==> config.mk <==
export PLATFORM = sky130hd
export DESIGN_NAME = calc_cmd_scheduler
export DESIGN_NICKNAME = d
export VERILOG_FILES = /design/src/rtl/calc_cmd_scheduler.sv
export SDC_FILE = /design/constraint.sdc
export NUM_CORES = 1
export LEC_CHECK = 0
export ABC_AREA = 1
export CAP_MARGIN = 40
export CORE_MARGIN = 4
export CORE_UTILIZATION = 30
export CTS_CLUSTER_DIAMETER = 30
export DETAILED_ROUTE_END_ITERATION = 16
export SETUP_SLACK_MARGIN = 0.05
export SYNTH_ARGS = -nofsm -noshare
export SYNTH_HDL_FRONTEND = slang
export SYNTH_SLANG_ARGS = --single-unit
==> constraint.sdc <==
create_clock -name clock -period 4.75 [get_ports clock]
set_input_delay 0.95 -clock clock [delete_from_list [all_inputs] [get_ports clock]]
set_output_delay 0.95 -clock clock [all_outputs]
set_load 0.02 [all_outputs]
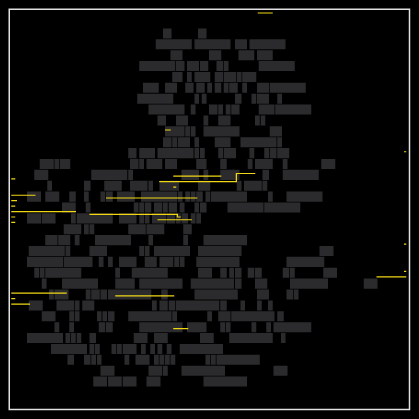
*M3 wires, run 1*
Scale: 4 px per um. Cells faint in the background.
main direction	horizontal
nets with wire on the layer	19
longest straight run	22.5 um
via count: 1,776
GR Util met3: 2.45%
Detailed Route WL: 4860 um

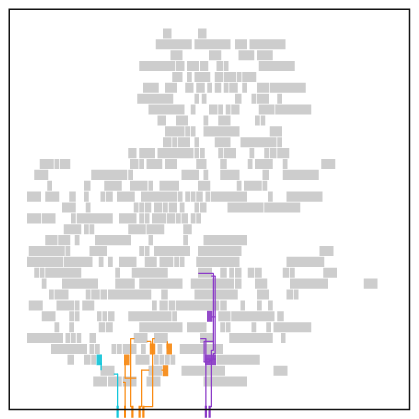
*Wires at chosen ports, followed through buffers, run 1*
Scale: 4 px per um.
port	color	bits	direction	edge	end cells	buffers	wire
req1_cmd	orange	4	input	bottom	4	4	68.8 um
calc_status	purple	2	input	bottom	3	2	92.5 um
req0_ready	cyan	1	output	bottom	1	1	11.4 um
Ports: 28
port buffer count: 27

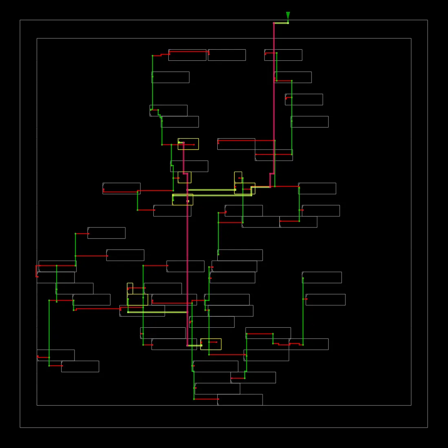
*Clock nets, run 1*
clk_buf instances: 5
Sink Count: 48
seq_cells: 48
Setup Skew: 0.00777 ns
clk latency late pin: 0.30 ns

==> run notes, run 1 <==
fresh numbers from the pnr run: status finished, final reports clean, layout cells sized above 1 12.1%, Post-Synth Simple-Gate Area 22.9%, syn avg cell area 9.59 sq um, core area 0.00822 sq mm, antenna cell count 0, CTS tree built, root buf cell clkbuf_8, RSZ-0062 raised after global routing no, Worst Tran Pin Value 0.670 ns, clock tree buffer depth 2, drt via density 4.42, CP peak stage delay 0.61 ns, Seq pwr share 39.7%, WP depth 6, fp_density 30.7%, GRT Total Usage 10.8%, chip area 0.00994 sq mm, WL per Instance 12.1 um, Die W 99.7 um, Req. time, crit path 3.80 ns, Post-CTS Setup Repair Bufs 0, yosys warning tally 0, Hold Vio Cnt, Final 0, Layout Nets 325, relative slew slack 55.0%, Synth Instances 263, CP endpoint kind output pin, CP arrival 2.76 ns, cell-internal power 884 uW, commonest cells in the netlist nand2_1, nor2_1, inv_1, dfrtp_1, edfxtp_1, worst hold stages 1, most common cell in the netlist nand2_1, Largest type area fraction 28.8%, LEAKAGE 0.00124 uW, setup TNS 0 ns, R2R depth 21, DRT Pass-1 Iters 4, Antenna Nets Post-Route 0, Max Fanout on Critical Path 7, initial antenna violation count 0, HPWL after DPL 3670 um, first-pass GRT wire length 8580 um, Die Ht 99.7 um, FP Rows 33, Seq/Total Area, Yosys 50.9%, Slowest cell on crit path clkdlybuf4s50_1, clock power share 16.1%, # Cells Yosys 263, Clock transition at path regs 0.09 ns, Hold Crit Class reg2reg, dominant kind of combinational cell simple AND/OR/NAND/NOR gates, total grt overflow 0, Synth Net Count 292, worst hold slack 0.498 ns, Log Warnings 32, Async SR Flop Fraction 66.7%, synthesis-to-finish area growth 18.7%, drt initial violations 136, crit-path cells clkdlybuf4s50_1, inv_1, o21ai_1, inv_1, nor2_1, clkdlybuf4s50_1, number of global-route vias before repair 1,836, main flop type dfrtp_1, Psw 629 uW, # setup viols final 0, number of synthesized flops with an enable pin 16, Max Freq 269 MHz, Sw Share 41.6%, max cap viols 0, RD Place Congestion 0.777, filler instances 833
## run 1: cell families after synthesis
group,after synthesis
simple gates,119
buf+inv,37
flops,48
xor+xnor,18
fa+ha+maj,14
compound gates,27
## run 1: worst register-to-register path, stage by stage, from the launching register on
cell and delay [ns]:
dfrtp_1 0.41, inv_1 0.17, ha_1 0.17, inv_1 0.04
nor2_1 0.20, o21ai_2 0.09, nand2_1 0.06, nand2_1 0.04
nand2_1 0.08, nand2_2 0.06, nand2_2 0.08, inv_1 0.06
ha_1 0.21, nand2_1 0.10, inv_1 0.07, ha_1 0.29
inv_1 0.06, ha_1 0.13, inv_1 0.05, fa_1 0.37
xor2_1 0.16, nor2_1 0.06
## run 1: cell usage in the layout (no fill, tap or decap), types with 2 or more instances in the layout
| master | synthesis | routed |
|---|---|---|
| a21oi_1 | 2 | 2 |
| clkbuf_8 | 0 | 5 |
| clkdlybuf4s50_1 | 0 | 27 |
| dfrtp_1 | 29 | 29 |
| dfstp_2 | 3 | 3 |
| edfxtp_1 | 16 | 16 |
| ha_1 | 13 | 13 |
| inv_1 | 35 | 35 |
| nand2_1 | 41 | 41 |
| nand2_2 | 9 | 9 |
| nand3_1 | 6 | 6 |
| nand4_1 | 2 | 2 |
| nor2_1 | 38 | 38 |
| nor2_2 | 5 | 5 |
| nor2_4 | 7 | 7 |
| nor3_1 | 6 | 6 |
| o21ai_0 | 14 | 14 |
| o21ai_1 | 2 | 2 |
| o221ai_1 | 3 | 3 |
| xnor2_1 | 6 | 6 |
| xor2_1 | 12 | 12 |
## run 1: power groups by stage
stage	Clock, uW	Sequential (uW)	Combinational (uW)
4_1_cts	253	602	681
5_1_grt	273	614	773
6_report	243	601	669
3_3_place_gp	0	609	667
2_1_floorplan	0	625	474
3_5_place_dp	0	609	675
## run 1: metal layers
metal	wire [um]	global-route usage (%)	share of wire (%)
met5	0	0	0
met3	166	2.45	3.4
met4	91	4.20	1.9
met1	2350	14.7	48
met2	2250	16.7	46
## run 1: area by class of cell
cell class | count | area (sq um) | area share [%]
clock buffers | 5 | 68.8 | 2.30
clock inverters | 3 | 17.5 | 0.585
inverters | 35 | 131 | 4.39
multi-input cells | 178 | 1080 | 36.1
flip-flops and latches | 48 | 1280 | 42.9
well taps | 105 | 131 | 4.39
repair buffers | 28 | 278 | 9.28
## run 1: metrics by stage
step | worst slack (ns) | utilization, % | std cells | instance area, sq um | power, uW
3_3_place_gp | 0.988 | 35.4 | 394 | 2910 | 1280
4_1_cts | 1.03 | 36.4 | 402 | 2990 | 1540
2_1_floorplan | 1.67 | - | 263 | 2520 | 1100
6_report | 1.04 | 36.4 | 402 | 2990 | 1510
5_1_grt | 0.865 | 36.4 | 402 | 2990 | 1660
3_5_place_dp | 0.861 | 35.4 | 394 | 2910 | 1280
### Routed clock nets over the placement, run 1

Scale: 4 px per um.
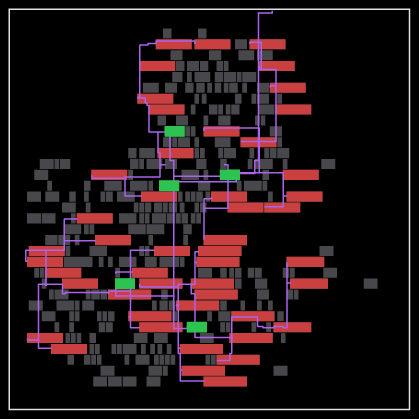

## Run 2: what changed since run 1
Clock period 4.75 ns to 3.85 ns, I/O delays scaled along.
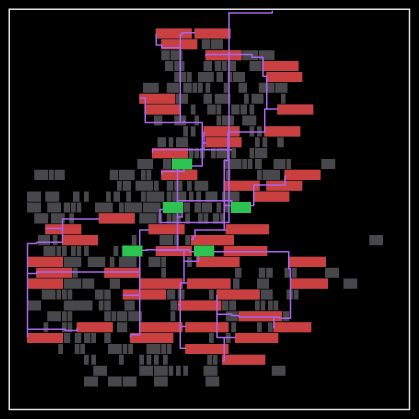
*Routed clock nets over the placement, run 2*
Scale: 4 px per um.
[flip-flops] red | count: 48
[clock drivers] green | count: 5
[clock wires] purple | length: 614 um
routed clock nets	6
clock power share: 15.5%
Clk power: 292 uW
clk latency late pin: 0.29 ns
Setup Skew: 0.00731 ns

==> run 2 against run 1 <==
Effect of this change:
- clock power increased by about 20%
- critical path depth up 15
- critical path type is now in2reg
- sequential power increased by 23%
- cell area grew 0.96%
- highest routed layer unchanged
==> run notes, run 2 <==
fresh numbers from the pnr run: status finished, final reports clean, highest-count logic cell in the final layout nand2_1, max cap viols 0 (unchanged), GRT Total Usage 10.3% (-0.50 points), Req. time, crit path 4.03 ns (+0.23 ns), Synth Instances 263 (unchanged), CP arrival 3.59 ns (+0.83 ns), CTS tree built, total grt overflow 0 (unchanged), period utilisation layout 88.6%, most instantiated logic cells after routing nand2_1, nor2_1, inv_1, Hold Vio Cnt, Final 0 (unchanged), RSZ-0062 raised after global routing no, Hold Crit Class reg2reg, Seq/Total Area, Yosys 50.9% (unchanged), CP most frequent cell inv_1, main flop type dfrtp_1, # Cells Yosys 263 (unchanged), RD Place Congestion 0.788 (+1.4%), Final WS setup 0.439 ns (-0.599 ns), worst hold stages 1 (unchanged), clock tree buffer depth 2 (unchanged), Log Warnings 32 (unchanged), number of synthesized flops with an enable pin 16 (unchanged), Seq pwr share 39.4% (-0.3 points), via count 1,787 (+0.62%), syn avg cell area 9.59 sq um (unchanged), global route hottest layer met1, Largest type area fraction 28.8% (unchanged), Flop area 0.00128 sq mm (unchanged), HPWL after DPL 3620 um (-1.5%), Detailed Route WL 4810 um (-0.89%), GR Util met3 1.96% (-0.49 points), commonest cells in the netlist nand2_1, nor2_1, inv_1, dfrtp_1, edfxtp_1, Layout Nets 329 (+1.2%), CP endpoint kind flop, CP peak stage delay 0.47 ns (-0.14 ns), core area 0.00822 sq mm (unchanged), LEAKAGE 0.00126 uW (+1.5%), synthesis-to-finish area growth 19.8%, initial antenna violation count 0 (unchanged), Synth Net Count 292 (unchanged), count of non-filler cells in the finished layout 406 (+1.0%), Die Ht 99.7 um (unchanged), chip area 0.00994 sq mm (unchanged), Max Freq 293 MHz, yosys warning tally 0 (unchanged), Clock transition at path regs 0.09 ns (about the same), Logic area 0.00108 sq mm (unchanged), first-pass GRT wire length 8180 um (-4.7%), M1 GR Usage 15.5% (+0.82 points), Antenna Nets Post-Route 0 (unchanged), WP depth 21 (+15), worst hold slack 0.492 ns (-0.00608 ns), root buf cell clkbuf_8, Distinct lib cells used 33, R2R depth 21 (unchanged), number of global-route vias before repair 1,718 (-6.4%), Psw 776 uW (+23%), setup TNS 0 ns (unchanged), dpl cells 398 (+1.0%), Ports 28 (unchanged), FP Rows 33 (unchanged), Worst Tran Pin Value 0.432 ns (-0.238 ns), Die W 99.7 um (unchanged), GR Util met2 15.0% (-1.7 points), Slowest cell on crit path clkdlybuf4s50_1, layout cells sized above 1 13.0% (+0.84 points), fp_density 30.7% (unchanged), drt via density 4.40 (-0.37%), Max Fanout on Critical Path 4 (-3), Sink Count 48 (unchanged), filler instances 817 (-1.9%), most common cell in the netlist nand2_1, port buffer count 27 (unchanged), crit-path cells clkdlybuf4s50_1, inv_1, nor2_1, nor2_1, o21ai_2, nand2_1, nand2_1, nand2_1, nand2_2, nand2_2, inv_1, ha_1, nand2_1, inv_1, ha_1, inv_1, ha_1, inv_1, fa_1, xor2_1, nor2_1, relative slew slack 71.0% (+16 points), Async SR Flop Fraction 66.7% (unchanged), WL per Instance 11.9 um (-1.9%), antenna cell count 0 (unchanged), Final Power 1890 uW (+25%), CP bufs+invs 6, Setup WS pre-CTS 0.122 ns (-0.738 ns)
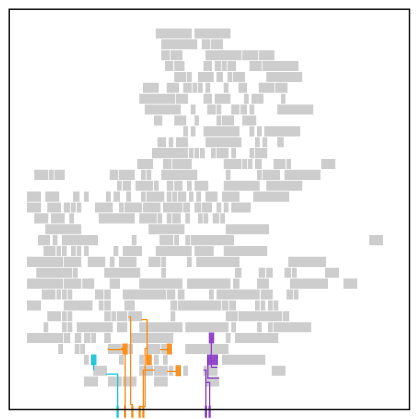
*Wires at chosen ports, followed through buffers, run 2*
Scale: 4 px per um.
port	color	bits	direction	edge	end cells	buffers	wire
req0_ready	cyan	1	output	bottom	1	1	12.8 um
calc_status	purple	2	input	bottom	3	2	34.7 um
req1_cmd	orange	4	input	bottom	4	4	88.1 um

==> run 2: area by class of cell <==
type                    instances  share of cell area [%]
well taps                     105                    4.35
repair buffers                 32                    10.2
clock buffers                   6                    2.40
inverters                      35                    4.35
clock inverters                 2                   0.414
flip-flops and latches         48                    42.5
multi-input cells             178                    35.8
==> run 2: power by group through the flow <==
| stage | clock network (uW) | logic, uW | registers [uW] |
|---|---|---|---|
| floorplan | 0 | 585 | 771 |
| CTS | 304 | 859 | 744 |
| finish | 292 | 852 | 742 |
| global placement | 0 | 839 | 751 |
| detailed placement | 0 | 849 | 754 |
| global route | 325 | 966 | 759 |
==> run 2: cells by family (layout without fill, tap and decap cells) <==
group | Yosys count | after routing | share of synthesized area (%)
XOR/XNOR | 18 | 18 | 6.25
AND/OR/NAND/NOR | 119 | 119 | 22.9
flip-flops | 48 | 48 | 50.9
buffers and inverters | 37 | 75 | 6.15
adder cells (fa/ha/maj) | 14 | 14 | 7.24
AND-OR/OR-AND | 27 | 27 | 6.55
==> run 2: layer usage <==
metal | up-vias | wire, um | share of wire [%]
met3 | 6 | 143 | 3.0
met5 | - | 0 | 0
met1 | 828 | 2470 | 51
met2 | 39 | 2120 | 44
li1 | 914 | - | -
met4 | 0 | 73 | 1.5
==> run 2: metrics by stage <==
stage                     util, %  instance area [sq um]
after floorplan                 -                   2520
after global placement       35.8                   2940
after detailed placement     35.8                   2940
after CTS                    36.8                   3020
after global routing         36.8                   3020
final                        36.8                   3020
No activity file was given, so power comes from the tool's default toggle rates.
